### Signal wires on met1

Scale bar: 50 µm.
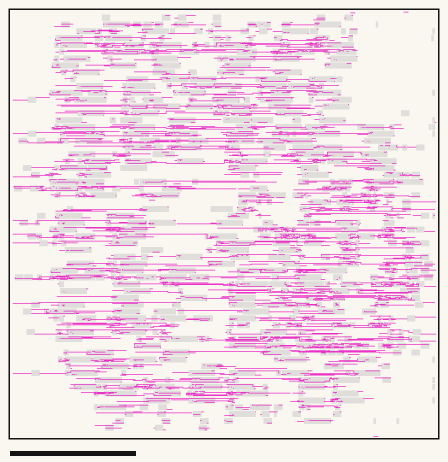
### Signal wires on met2

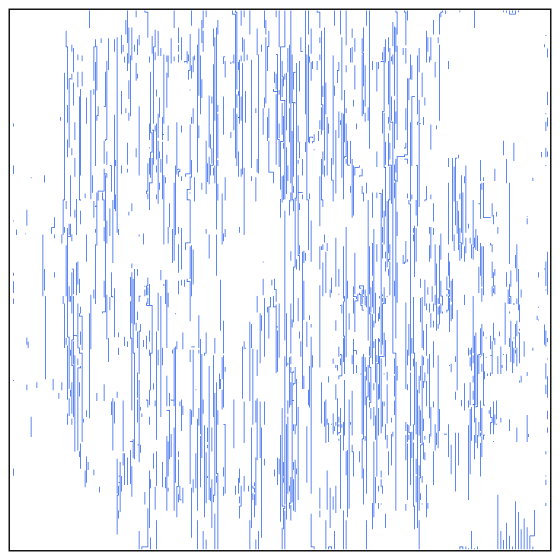
### Signal wires on met3

Scale bar: 50 µm.
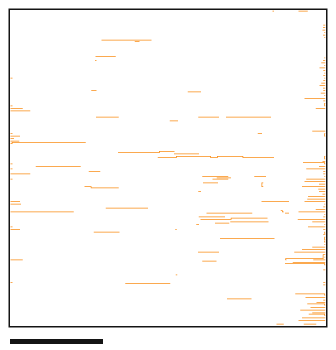
### The metal 4 layer

Scale bar: 50 µm.
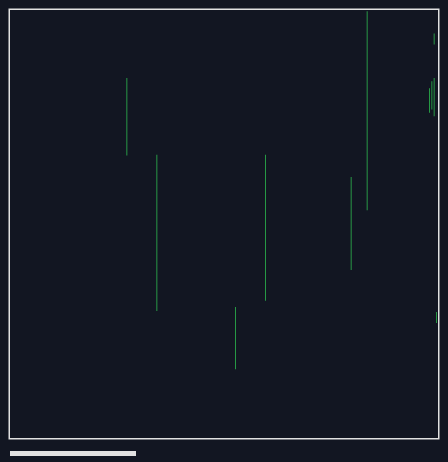
### Clock wiring as the flow saved it

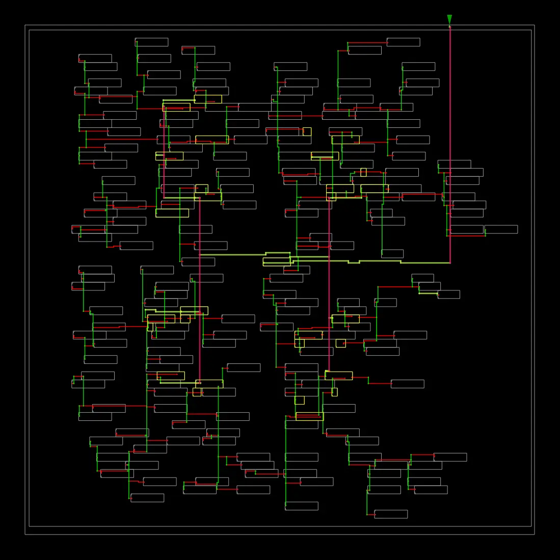
**src/rtl/dmem_store_buffer_if.sv**
```systemverilog
// Bundle of the store/load request channels and the data_memory port
// around dmem_store_buffer. master = requester + memory side, slave = buffer.
interface dmem_store_buffer_if #(
    parameter int unsigned ADDR_W = 8
);
    logic              st_valid;
    logic              st_ready;
    logic [2:0]        st_ctrl;
    logic [ADDR_W-1:0] st_addr;
    logic [31:0]       st_data;

    logic              ld_valid;
    logic [2:0]        ld_ctrl;
    logic [ADDR_W-1:0] ld_addr;
    logic [31:0]       ld_data;
    logic              ld_done;
    logic              ld_stall;

    logic              misalign;
    logic              drain_req;
    logic              empty;

    logic [ADDR_W-1:0] mem_addr;
    logic [2:0]        mem_wctrl;
    logic [2:0]        mem_rctrl;
    logic [31:0]       mem_wdata;
    logic [31:0]       mem_rdata;

    logic [15:0]       stall_cycles;

    modport master (
        output st_valid, st_ctrl, st_addr, st_data,
        output ld_valid, ld_ctrl, ld_addr,
        output drain_req, mem_rdata,
        input  st_ready, ld_data, ld_done, ld_stall, misalign, empty,
        input  mem_addr, mem_wctrl, mem_rctrl, mem_wdata, stall_cycles
    );

    modport slave (
        input  st_valid, st_ctrl, st_addr, st_data,
        input  ld_valid, ld_ctrl, ld_addr,
        input  drain_req, mem_rdata,
        output st_ready, ld_data, ld_done, ld_stall, misalign, empty,
        output mem_addr, mem_wctrl, mem_rctrl, mem_wdata, stall_cycles
    );
endinterface

```
**src/rtl/dmem_store_buffer.sv**
```systemverilog
// Posted-write store buffer in front of data_memory. Stores queue in a
// circular FIFO and drain one per cycle the port is not used by a load;
// loads bypass combinationally unless they hit a pending store's word.
// Optional load-stall statistics counter: define STBUF_STALL_STATS_EN.
module dmem_store_buffer #(
    parameter int unsigned DEPTH  = 4,
    parameter int unsigned ADDR_W = 8
) (
    input  logic               clk,
    input  logic               rst,
    dmem_store_buffer_if.slave bus
);
    localparam int unsigned PTR_W = $clog2(DEPTH);
    localparam int unsigned CNT_W = PTR_W + 1;
    localparam logic [2:0]  CTRL_IDLE = 3'b011;

    typedef struct packed {
        logic [ADDR_W-1:0] addr;
        logic [2:0]        ctrl;
        logic [31:0]       data;
    } entry_t;

    entry_t            entries [DEPTH];
    logic [DEPTH-1:0]  valid;
    logic [PTR_W-1:0]  rd_ptr;
    logic [PTR_W-1:0]  wr_ptr;
    logic [CNT_W-1:0]  count;

    logic              st_mis;
    logic              ld_mis;
    logic              st_ready;
    logic              enq;
    logic              hazard;
    logic              ld_issue;
    logic              deq;
    logic              ld_stall;
    logic [ADDR_W-1:0] mem_addr;
    logic [2:0]        mem_wctrl;
    logic [2:0]        mem_rctrl;
    logic [31:0]       mem_wdata;

    // Access size from funct3[1:0] vs. the low address bits.
    function automatic logic is_misaligned(input logic [1:0] size, input logic [1:0] lsb);
        case (size)
            2'b01:   is_misaligned = lsb[0];
            2'b10:   is_misaligned = (lsb != 2'b00);
            default: is_misaligned = 1'b0;
        endcase
    endfunction

    // Acceptance, hazard detection and memory-port arbitration.
    always_comb begin
        st_mis    = bus.st_valid & is_misaligned(bus.st_ctrl[1:0], bus.st_addr[1:0]);
        ld_mis    = bus.ld_valid & is_misaligned(bus.ld_ctrl[1:0], bus.ld_addr[1:0]);
        st_ready  = (count < CNT_W'(DEPTH)) & ~bus.drain_req;
        enq       = bus.st_valid & st_ready & ~st_mis;

        // A store entering this cycle counts as pending for the load.
        hazard = enq & (bus.st_addr[ADDR_W-1:2] == bus.ld_addr[ADDR_W-1:2]);
        for (int i = 0; i < int'(DEPTH); i++) begin
            if (valid[i] && (entries[i].addr[ADDR_W-1:2] == bus.ld_addr[ADDR_W-1:2])) begin
                hazard = 1'b1;
            end
        end

        ld_issue = bus.ld_valid & ~ld_mis & ~hazard & ~bus.drain_req;
        ld_stall = bus.ld_valid & ~ld_mis & (hazard | bus.drain_req);
        deq      = ~ld_issue & (count != '0);

        mem_addr  = '0;
        mem_wctrl = CTRL_IDLE;
        mem_rctrl = CTRL_IDLE;
        mem_wdata = '0;
        if (ld_issue) begin
            mem_rctrl = bus.ld_ctrl;
            mem_addr  = bus.ld_addr;
        end else if (deq) begin
            mem_wctrl = entries[rd_ptr].ctrl;
            mem_addr  = entries[rd_ptr].addr;
            mem_wdata = entries[rd_ptr].data;
        end
    end

    // FIFO state: enqueue at the tail, retire the head when it drains.
    always_ff @(posedge clk) begin
        if (rst) begin
            rd_ptr <= '0;
            wr_ptr <= '0;
            count  <= '0;
            valid  <= '0;
            for (int i = 0; i < int'(DEPTH); i++) begin
                entries[i] <= '0;
            end
        end else begin
            if (deq) begin
                valid[rd_ptr] <= 1'b0;
                rd_ptr        <= rd_ptr + PTR_W'(1);
            end
            if (enq) begin
                entries[wr_ptr] <= '{addr: bus.st_addr, ctrl: bus.st_ctrl, data: bus.st_data};
                valid[wr_ptr]   <= 1'b1;
                wr_ptr          <= wr_ptr + PTR_W'(1);
            end
            case ({enq, deq})
                2'b10:   count <= count + CNT_W'(1);
                2'b01:   count <= count - CNT_W'(1);
                default: count <= count;
            endcase
        end
    end

`ifdef STBUF_STALL_STATS_EN
    logic [15:0] stall_cnt;

    // Saturating count of cycles a load spent stalled.
    always_ff @(posedge clk) begin
        if (rst) begin
            stall_cnt <= '0;
        end else if (ld_stall && (stall_cnt != 16'hFFFF)) begin
            stall_cnt <= stall_cnt + 16'd1;
        end
    end

    assign bus.stall_cycles = stall_cnt;
`else
    assign bus.stall_cycles = 16'd0;
`endif

    assign bus.st_ready  = st_ready;
    assign bus.ld_done   = ld_issue;
    assign bus.ld_stall  = ld_stall;
    assign bus.ld_data   = bus.mem_rdata;
    assign bus.misalign  = st_mis | ld_mis;
    assign bus.empty     = (count == '0);
    assign bus.mem_addr  = mem_addr;
    assign bus.mem_wctrl = mem_wctrl;
    assign bus.mem_rctrl = mem_rctrl;
    assign bus.mem_wdata = mem_wdata;
endmodule

```
**src/flat_wrapper.sv**
```systemverilog
// flat-port wrapper written by rule: the top's interface ports become plain ports
module dmem_store_buffer_flat 
#(
    parameter int unsigned DEPTH  = 4,
    parameter int unsigned ADDR_W = 8
)
  (clk, rst, bus_st_valid, bus_st_ctrl, bus_st_addr, bus_st_data, bus_ld_valid, bus_ld_ctrl, bus_ld_addr, bus_drain_req, bus_mem_rdata, bus_st_ready, bus_ld_data, bus_ld_done, bus_ld_stall, bus_misalign, bus_empty, bus_mem_addr, bus_mem_wctrl, bus_mem_rctrl, bus_mem_wdata, bus_stall_cycles);
  dmem_store_buffer_if #(.ADDR_W(ADDR_W)) bus_i ();
  input  logic clk;
  input  logic rst;
  input wire logic [$bits(bus_i.st_valid)-1:0] bus_st_valid;
  input wire logic [$bits(bus_i.st_ctrl)-1:0] bus_st_ctrl;
  input wire logic [$bits(bus_i.st_addr)-1:0] bus_st_addr;
  input wire logic [$bits(bus_i.st_data)-1:0] bus_st_data;
  input wire logic [$bits(bus_i.ld_valid)-1:0] bus_ld_valid;
  input wire logic [$bits(bus_i.ld_ctrl)-1:0] bus_ld_ctrl;
  input wire logic [$bits(bus_i.ld_addr)-1:0] bus_ld_addr;
  input wire logic [$bits(bus_i.drain_req)-1:0] bus_drain_req;
  input wire logic [$bits(bus_i.mem_rdata)-1:0] bus_mem_rdata;
  output wire logic [$bits(bus_i.st_ready)-1:0] bus_st_ready;
  output wire logic [$bits(bus_i.ld_data)-1:0] bus_ld_data;
  output wire logic [$bits(bus_i.ld_done)-1:0] bus_ld_done;
  output wire logic [$bits(bus_i.ld_stall)-1:0] bus_ld_stall;
  output wire logic [$bits(bus_i.misalign)-1:0] bus_misalign;
  output wire logic [$bits(bus_i.empty)-1:0] bus_empty;
  output wire logic [$bits(bus_i.mem_addr)-1:0] bus_mem_addr;
  output wire logic [$bits(bus_i.mem_wctrl)-1:0] bus_mem_wctrl;
  output wire logic [$bits(bus_i.mem_rctrl)-1:0] bus_mem_rctrl;
  output wire logic [$bits(bus_i.mem_wdata)-1:0] bus_mem_wdata;
  output wire logic [$bits(bus_i.stall_cycles)-1:0] bus_stall_cycles;
  assign bus_i.st_valid = bus_st_valid;
  assign bus_i.st_ctrl = bus_st_ctrl;
  assign bus_i.st_addr = bus_st_addr;
  assign bus_i.st_data = bus_st_data;
  assign bus_i.ld_valid = bus_ld_valid;
  assign bus_i.ld_ctrl = bus_ld_ctrl;
  assign bus_i.ld_addr = bus_ld_addr;
  assign bus_i.drain_req = bus_drain_req;
  assign bus_i.mem_rdata = bus_mem_rdata;
  assign bus_st_ready = bus_i.st_ready;
  assign bus_ld_data = bus_i.ld_data;
  assign bus_ld_done = bus_i.ld_done;
  assign bus_ld_stall = bus_i.ld_stall;
  assign bus_misalign = bus_i.misalign;
  assign bus_empty = bus_i.empty;
  assign bus_mem_addr = bus_i.mem_addr;
  assign bus_mem_wctrl = bus_i.mem_wctrl;
  assign bus_mem_rctrl = bus_i.mem_rctrl;
  assign bus_mem_wdata = bus_i.mem_wdata;
  assign bus_stall_cycles = bus_i.stall_cycles;
  dmem_store_buffer #(.DEPTH(DEPTH), .ADDR_W(ADDR_W)) u_core (.clk(clk), .rst(rst), .bus(bus_i));
endmodule
```
**config.mk**
```make
export PLATFORM = sky130hd
export DESIGN_NAME = dmem_store_buffer_flat
export DESIGN_NICKNAME = d
export VERILOG_FILES = /design/src/rtl/dmem_store_buffer_if.sv /design/src/rtl/dmem_store_buffer.sv /design/src/flat_wrapper.sv
export SDC_FILE = /design/constraint.sdc
export NUM_CORES = 1
export LEC_CHECK = 0
export ABC_CLOCK_PERIOD_IN_PS = 9050
export CAP_MARGIN = 20
export CORE_MARGIN = 1
export CORE_UTILIZATION = 33
export CTS_CLUSTER_DIAMETER = 150
export DETAILED_ROUTE_END_ITERATION = 8
export PLACE_DENSITY_LB_ADDON = 0.15
export SYNTH_ARGS = -nofsm -noshare
export SYNTH_HDL_FRONTEND = slang
export SYNTH_SLANG_ARGS = --single-unit
```
**constraint.sdc**
```tcl
create_clock -name clk -period 9.05 [get_ports clk]
set_input_delay 0.905 -clock clk [delete_from_list [all_inputs] [get_ports clk]]
set_output_delay 0.905 -clock clk [all_outputs]
set_load 0.1 [all_outputs]
```
==> results.toml <==
# generated from flow reports
[grt]
grt_start_max_net_pins = 44
grt_antenna_before_repair = 0
first_global_vias = 5690
gr-total-overflow = 0
grt_busiest_layer = "met2"
grt_use_met3_pct = 2.79

[detailed_routing]
wl_met3_mm = 1.12
via_per_inst = 4.75
top_layer = "met4"
dr.pass1.iters = 4
wire_per_inst_um = 19.9
wl_met2_mm = 11.1

[setup_path]
cp.buffers_inverters = 5
cpMostUsedCell = "clkdlybuf4s50_1"
slowest_delay_ns = 1.13
crit_slowest_cell = "clkdlybuf4s50_1"
cp_cell_sequence = "clkdlybuf4s50_1 -> inv_1 -> ha_1 -> nand3b_1 -> o2111a_2 -> inv_2 -> nor4_4 -> nor3_2 -> a21oi_4 -> buf_4 -> and2_1 -> clkdlybuf4s50_1"
crit_fanout = 34
rr_worst_depth = 13
critPathCapture = "bus_mem_wdata[17]"

[synthesis]
ys_seq_share_pct = 58.0
top_cell = "and2_1"
xor_area_share_pct = 3.09
syn_inst = 676
edf_count = 172
ys_cells = 676
common_cells = "197 x and2_1, 172 x edfxtp_1, 53 x buf_4"
simple_gate_share_pct = 17.3

[layout]
biggestCellCategory = "sequential cells"
fin_cells = 1127
final-clk-cell-share_pct = 5.14
nMultiInputCombCells = 399
nets = 843
nNonClkBuffers = 120
num_antenna_cells = 0
layout_top_cell = "and2_1"
fill_cells = 2641

[cts]
cts_buffers = 17
clk_pin_slew_worst_paths_ns = 0.06
h-tree-depth = 4

[pwr]
comb_power_share_pct = 40.0
sequentialPowerShare_pct = 35.8
p_total_mw = 3.03
p_leak_nw = 3.97
power.switching_mw = 1.26
powerClk_mw = 0.733
powerDensity_nw_per_um2 = 273
irDropWorstVdd_v = 0.000114

[status]
status = "completed"

[sta]
whs_ns = 0.525
hold_viol_final = 0
post-route-period-util_pct = 66.6
finalSetupViolCount = 0
tightest_slew_ns = 1.00
grt_setup_unrepaired = "no"
fmax_mhz = 166
period_needed_ns = 6.02

[floorplan]
fp_util_pct = 33.6

[placement]
gp_congestion = 0.806
hpwl_mm = 13.4

[worst_hold_path]
min_from = "u_core.count[2]"
## Picture notes: 'Signal wires on met1'
- share of all routed wire: 44%
- wire length on this layer: 9880 µm
- main direction: horizontal
- nets with wire on the layer: 737
- longest straight run: 55.2 µm
met1 Usage GRT: 20.5%
vias: 5355

## Picture notes: 'Signal wires on met2'
- wire length on this layer: 11100 µm
- nets with wire on the layer: 730
- share of all routed wire: 49%
- main direction: vertical
- longest straight run: 72.9 µm

## Picture notes: 'Signal wires on met3'
- share of all routed wire: 5.0%
- main direction: horizontal
- longest straight run: 39.6 µm
- nets with wire on the layer: 123
- wire length on this layer: 1120 µm

## Picture notes: 'The metal 4 layer'
- nets with wire on the layer: 9
- longest straight run: 78.9 µm
- share of all routed wire: 1.5%
final WL: 22.4 mm

## Picture notes: 'Clock wiring as the flow saved it'
FFs & Latches: 185
clock buf count: 17
Final Skew: 0.0109 ns
Clock Sinks: 185

